Figure 1. Placed cells, one color a class.
The bar under the picture is 50 um long.
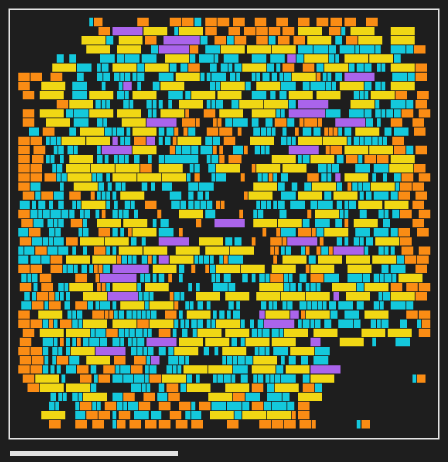
Figure 2. Gate-type map.
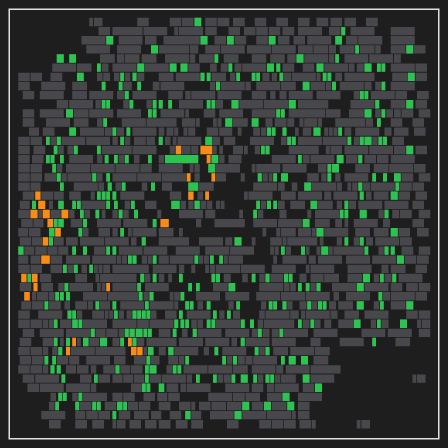
Figure 3. Routing congestion.
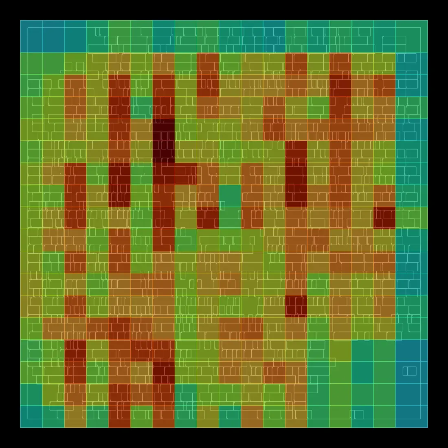
Figure 4. Where the registers sit.
The bar under the picture is 50 um long. Other sequential cells in the stronger gray, the rest of the logic in the fainter gray.
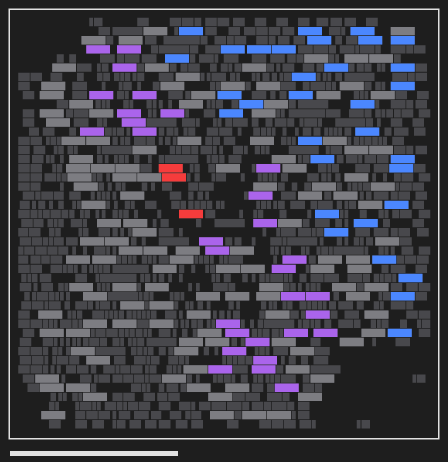
Figure 5. Metal layers overlaid.
The bar under the picture is 50 um long. Only two layers are drawn.
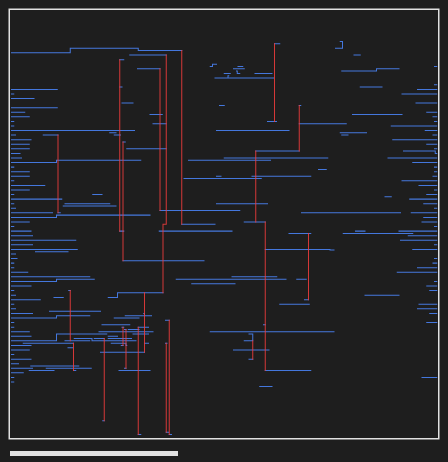
==> config.mk <==
export PLATFORM = sky130hd
export DESIGN_NAME = fetch_pc
export DESIGN_NICKNAME = d
export VERILOG_FILES = /design/src/rtl/fetch_pc.sv
export SDC_FILE = /design/constraint.sdc
export NUM_CORES = 1
export LEC_CHECK = 0
export CORE_MARGIN = 2
export CORE_UTILIZATION = 53
export CTS_CLUSTER_DIAMETER = 30
export DETAILED_ROUTE_END_ITERATION = 8
export GPL_TIMING_DRIVEN = 0
export PLACE_DENSITY = 0.85
export SYNTH_ARGS = -nofsm -noshare
export SYNTH_HDL_FRONTEND = slang
export SYNTH_SLANG_ARGS = --single-unit
==> constraint.sdc <==
create_clock -name clk -period 4.23 [get_ports clk]
set_input_delay 0.423 -clock clk [delete_from_list [all_inputs] [get_ports clk]]
set_output_delay 0.423 -clock clk [all_outputs]
set_load 0.02 [all_outputs]
==> src/rtl/fetch_pc.sv <==
// Program counter and single-outstanding instruction fetch sequencer.
// Latches the PC chosen by pc_mux, fetches one word at a time, and hands it to decode.
module fetch_pc #(
   parameter logic [31:0] RESET_ADDR = 32'h0000_0000
) (
   input  logic        clk,
   input  logic        reset,
   input  logic [31:0] pc_mux_out,
   input  logic        redirect,
   output logic [31:0] pc_mux_next,
   output logic        imem_req_valid,
   input  logic        imem_req_ready,
   output logic [31:0] imem_addr,
   input  logic        imem_rsp_valid,
   input  logic [31:0] imem_rsp_data,
   output logic        if_valid,
   input  logic        if_ready,
   output logic [31:0] if_pc,
   output logic [31:0] if_instr
);

   typedef enum logic [2:0] {BOOT, REQ, WAIT, DROP, HOLD} state_t;

   state_t      state, state_nx;
   logic [31:0] pc, req_pc, pc_aligned;
   logic        skid_valid;
   logic [31:0] skid_pc, skid_instr;
   logic        accept, rsp_in_wait, deliver;

   assign pc_aligned     = pc_mux_out & 32'hFFFF_FFFC;
   assign pc_mux_next    = pc + 32'd4;
   assign imem_req_valid = (state == REQ);
   assign imem_addr      = pc;

   assign accept      = (state == REQ) && imem_req_ready;
   assign rsp_in_wait = (state == WAIT) && imem_rsp_valid;
   assign deliver     = rsp_in_wait && (!if_valid || if_ready);

   always_comb begin
      state_nx = state;
      case (state)
         BOOT: state_nx = REQ;
         REQ:  if (accept) state_nx = redirect ? DROP : WAIT;
         WAIT: begin
            if (imem_rsp_valid) state_nx = (redirect || deliver) ? REQ : HOLD;
            else if (redirect)  state_nx = DROP;
         end
         HOLD: if (redirect || if_ready) state_nx = REQ;
         // The squashed response retires the only outstanding request, even
         // if another redirect lands the same cycle.
         DROP: if (imem_rsp_valid) state_nx = REQ;
         default: state_nx = BOOT;
      endcase
   end

   always_ff @(posedge clk) begin
      if (reset) begin
         state      <= BOOT;
         pc         <= RESET_ADDR;
         req_pc     <= 32'h0;
         if_valid   <= 1'b0;
         if_pc      <= 32'h0;
         if_instr   <= 32'h0;
         skid_valid <= 1'b0;
         skid_pc    <= 32'h0;
         skid_instr <= 32'h0;
      end else begin
         state <= state_nx;
         if (redirect || accept) pc <= pc_aligned;
         if (accept) req_pc <= pc;

         if (redirect) begin
            if_valid   <= 1'b0;
            skid_valid <= 1'b0;
         end else if (deliver) begin
            if_valid <= 1'b1;
            if_pc    <= req_pc;
            if_instr <= imem_rsp_data;
         end else if (state == HOLD && if_ready && skid_valid) begin
            if_pc      <= skid_pc;
            if_instr   <= skid_instr;
            skid_valid <= 1'b0;
         end else begin
            // Output is full and not draining: park the response in the skid.
            if (rsp_in_wait) begin
               skid_valid <= 1'b1;
               skid_pc    <= req_pc;
               skid_instr <= imem_rsp_data;
            end
            if (if_valid && if_ready) if_valid <= 1'b0;
         end
      end
   end

endmodule

==> flow_summary.ini <==
; implementation run metrics
[status]
status = complete, no violations

[synth]
synth_sequential_area_ratio = 0.469
synth.area.mux_share = 0.00124
area_reported_by_yosys_stat_um2 = 8060
aoi_share = 0.228
synth_cell_types = 44
synth_top_area_share = 0.469

[final_timing]
slew_viol_final = 0
peak_freq_mhz = 287
worstMarginPinSlew_ns = 0.697

[clock_tree]
clock_sinks = 189
cts-buffers-inserted = 17
clk_pin_slew_ns = 0.07
postCtsSetupRepairBufs = 0

[worst_setup_path]
crit_path_max_fanout = 10
worst_setup_path_startpoint = imem_addr[8]
setup.worst_path.end = pc_mux_next[29]
worstSetupEndpointType = primary output

[cells_and_area]
lay_top_count = sky130_fd_sc_hd__nand2_1
area_delta_synth_final_pct = 34.4
n_antenna_cell = 0

[flow_run]
max_cap_violations = 0
warnings = 28

[pwr]
cellPowerDensity_nw_per_um2 = 367

[grt]
maximum_number_of_pins_on_one_net_before_global_route_repair = 17

[placement]
gp_congestion = 0.867
Notes on Figure 1 above:
- flops: yellow (cells 189)
- clock drivers and dummy loads: purple (cells 32)
- other buffers and delay cells: orange (cells 276)
- combinational and other logic: cyan (cells 679)

Notes on Figure 2 above:
- NOR gates: orange (cells 27; where left middle)
- NAND gates: green (cells 338; where widely spread)

Notes on Figure 3 above:
global routing met3 resource utilization: 0.0666
Layout Utilization: 0.721
met2 track utilization from global routing: 0.446
average wire per standard cell: 16.5 um
GR met1 Demand/Resource: 0.346

Notes on Figure 4 above:
- skid_pc: purple (sequential cells 30)
- if_instr: blue (sequential cells 32)
- state: red (sequential cells 3)
- not colored: 124
register share of the cell area: 0.349
sequential-cell power consumption: 0.00187 W

Notes on Figure 5 above:
- metal 4: red (wire length 577 um)
- metal 3: blue (wire length 1650 um)
sum of routed wire length over all layers: 22500 um
global-route usage over all layers: 0.272
routed vias: 7596

## area by class of cell
class / count / area [um2]
Fill cell: 1114 / 4200
Multi-Input combinational cell: 672 / 3860
Sequential cell: 189 / 3780
Timing Repair Buffer: 190 / 1900
Clock buffer: 17 / 425
Buffer: 86 / 404
Tap cell: 188 / 235
Clock inverter: 15 / 195
Inverter: 7 / 26.3
## cell usage after synthesis (all sizes together) (2+ instances only)
master	number
a21oi	126
a22oi	62
and4	5
and4bb	2
buf	19
clkbuf	67
dfxtp	189
inv	7
nand2	255
nand2b	64
nand3	13
nand4	3
nor2	9
nor3	12
nor3b	2
nor4	4
o21ai	3
o22ai	62
or2	2
xnor2	13
xor2	15
## power by group
part / internal, W / total [W] / switching (W)
Combinational: 0.000202 / 0.000430 / 0.000229
Clock: 0.000986 / 0.00168 / 0.000692
Sequential: 0.00182 / 0.00187 / 0.0000498
## critical path: cells and delay by family (launching register included)
kind                   cells  cell delay (ns)
buffers and inverters      3             1.21
AND/OR/NAND/NOR            3             0.89
flip-flops                 1             0.34
XOR/XNOR                   1             0.18
## kinds of logic after synthesis
| logic type | count (synthesis) |
|---|---|
| adders and majority gates | 1 |
| xor gates and xnor gates | 28 |
| AOI/OAI and AO/OA | 258 |
| muxes | 1 |
| other | 1 |
| DFF | 189 |
| and+or+nand+nor | 378 |
| buffers and inverters | 93 |
## flip-flops by register name, summed over array words and instances (netlist names)
signal	count
if_pc	30
skid_instr	32
req_pc	30
state	3
if_instr	32
skid_pc	30
imem_addr	30
if_valid	1
skid_valid	1
## worst min path at each step
| stage | to | slack (ns) | cells after the start |
|---|---|---|---|
| 6_report | skid_instr[13] | 0.46 | 2 |
| 5_1_grt | skid_pc[12] | 0.47 | 2 |
| 4_1_cts | skid_pc[12] | 0.46 | 2 |
| 3_5_place_dp | skid_pc[12] | 0.45 | 2 |
| 3_3_place_gp | skid_pc[6] | 0.44 | 2 |
| 2_1_floorplan | skid_instr[0] | 0.44 | 2 |
## metal layers
| layer | GRT usage | routed length (um) | vias to the layer above |
|---|---|---|---|
| met5 | 0 | 0 | - |
| met4 | 0.112 | 576 | 0 |
| met3 | 0.0666 | 1650 | 50 |
| met2 | 0.446 | 10500 | 306 |
| met1 | 0.346 | 9720 | 3548 |
| li1 | - | - | 3692 |
## through the flow
stage	cell area (um2)	cells	power (W)
after global routing	10800	1364	0.00409
final	10800	1364	0.00398
after CTS	10800	1364	0.00399
after floorplan	8080	954	0.00211
after global placement	10200	1332	0.00233
after detailed placement	10200	1332	0.00233
Power is estimated from default activity; no workload was simulated.
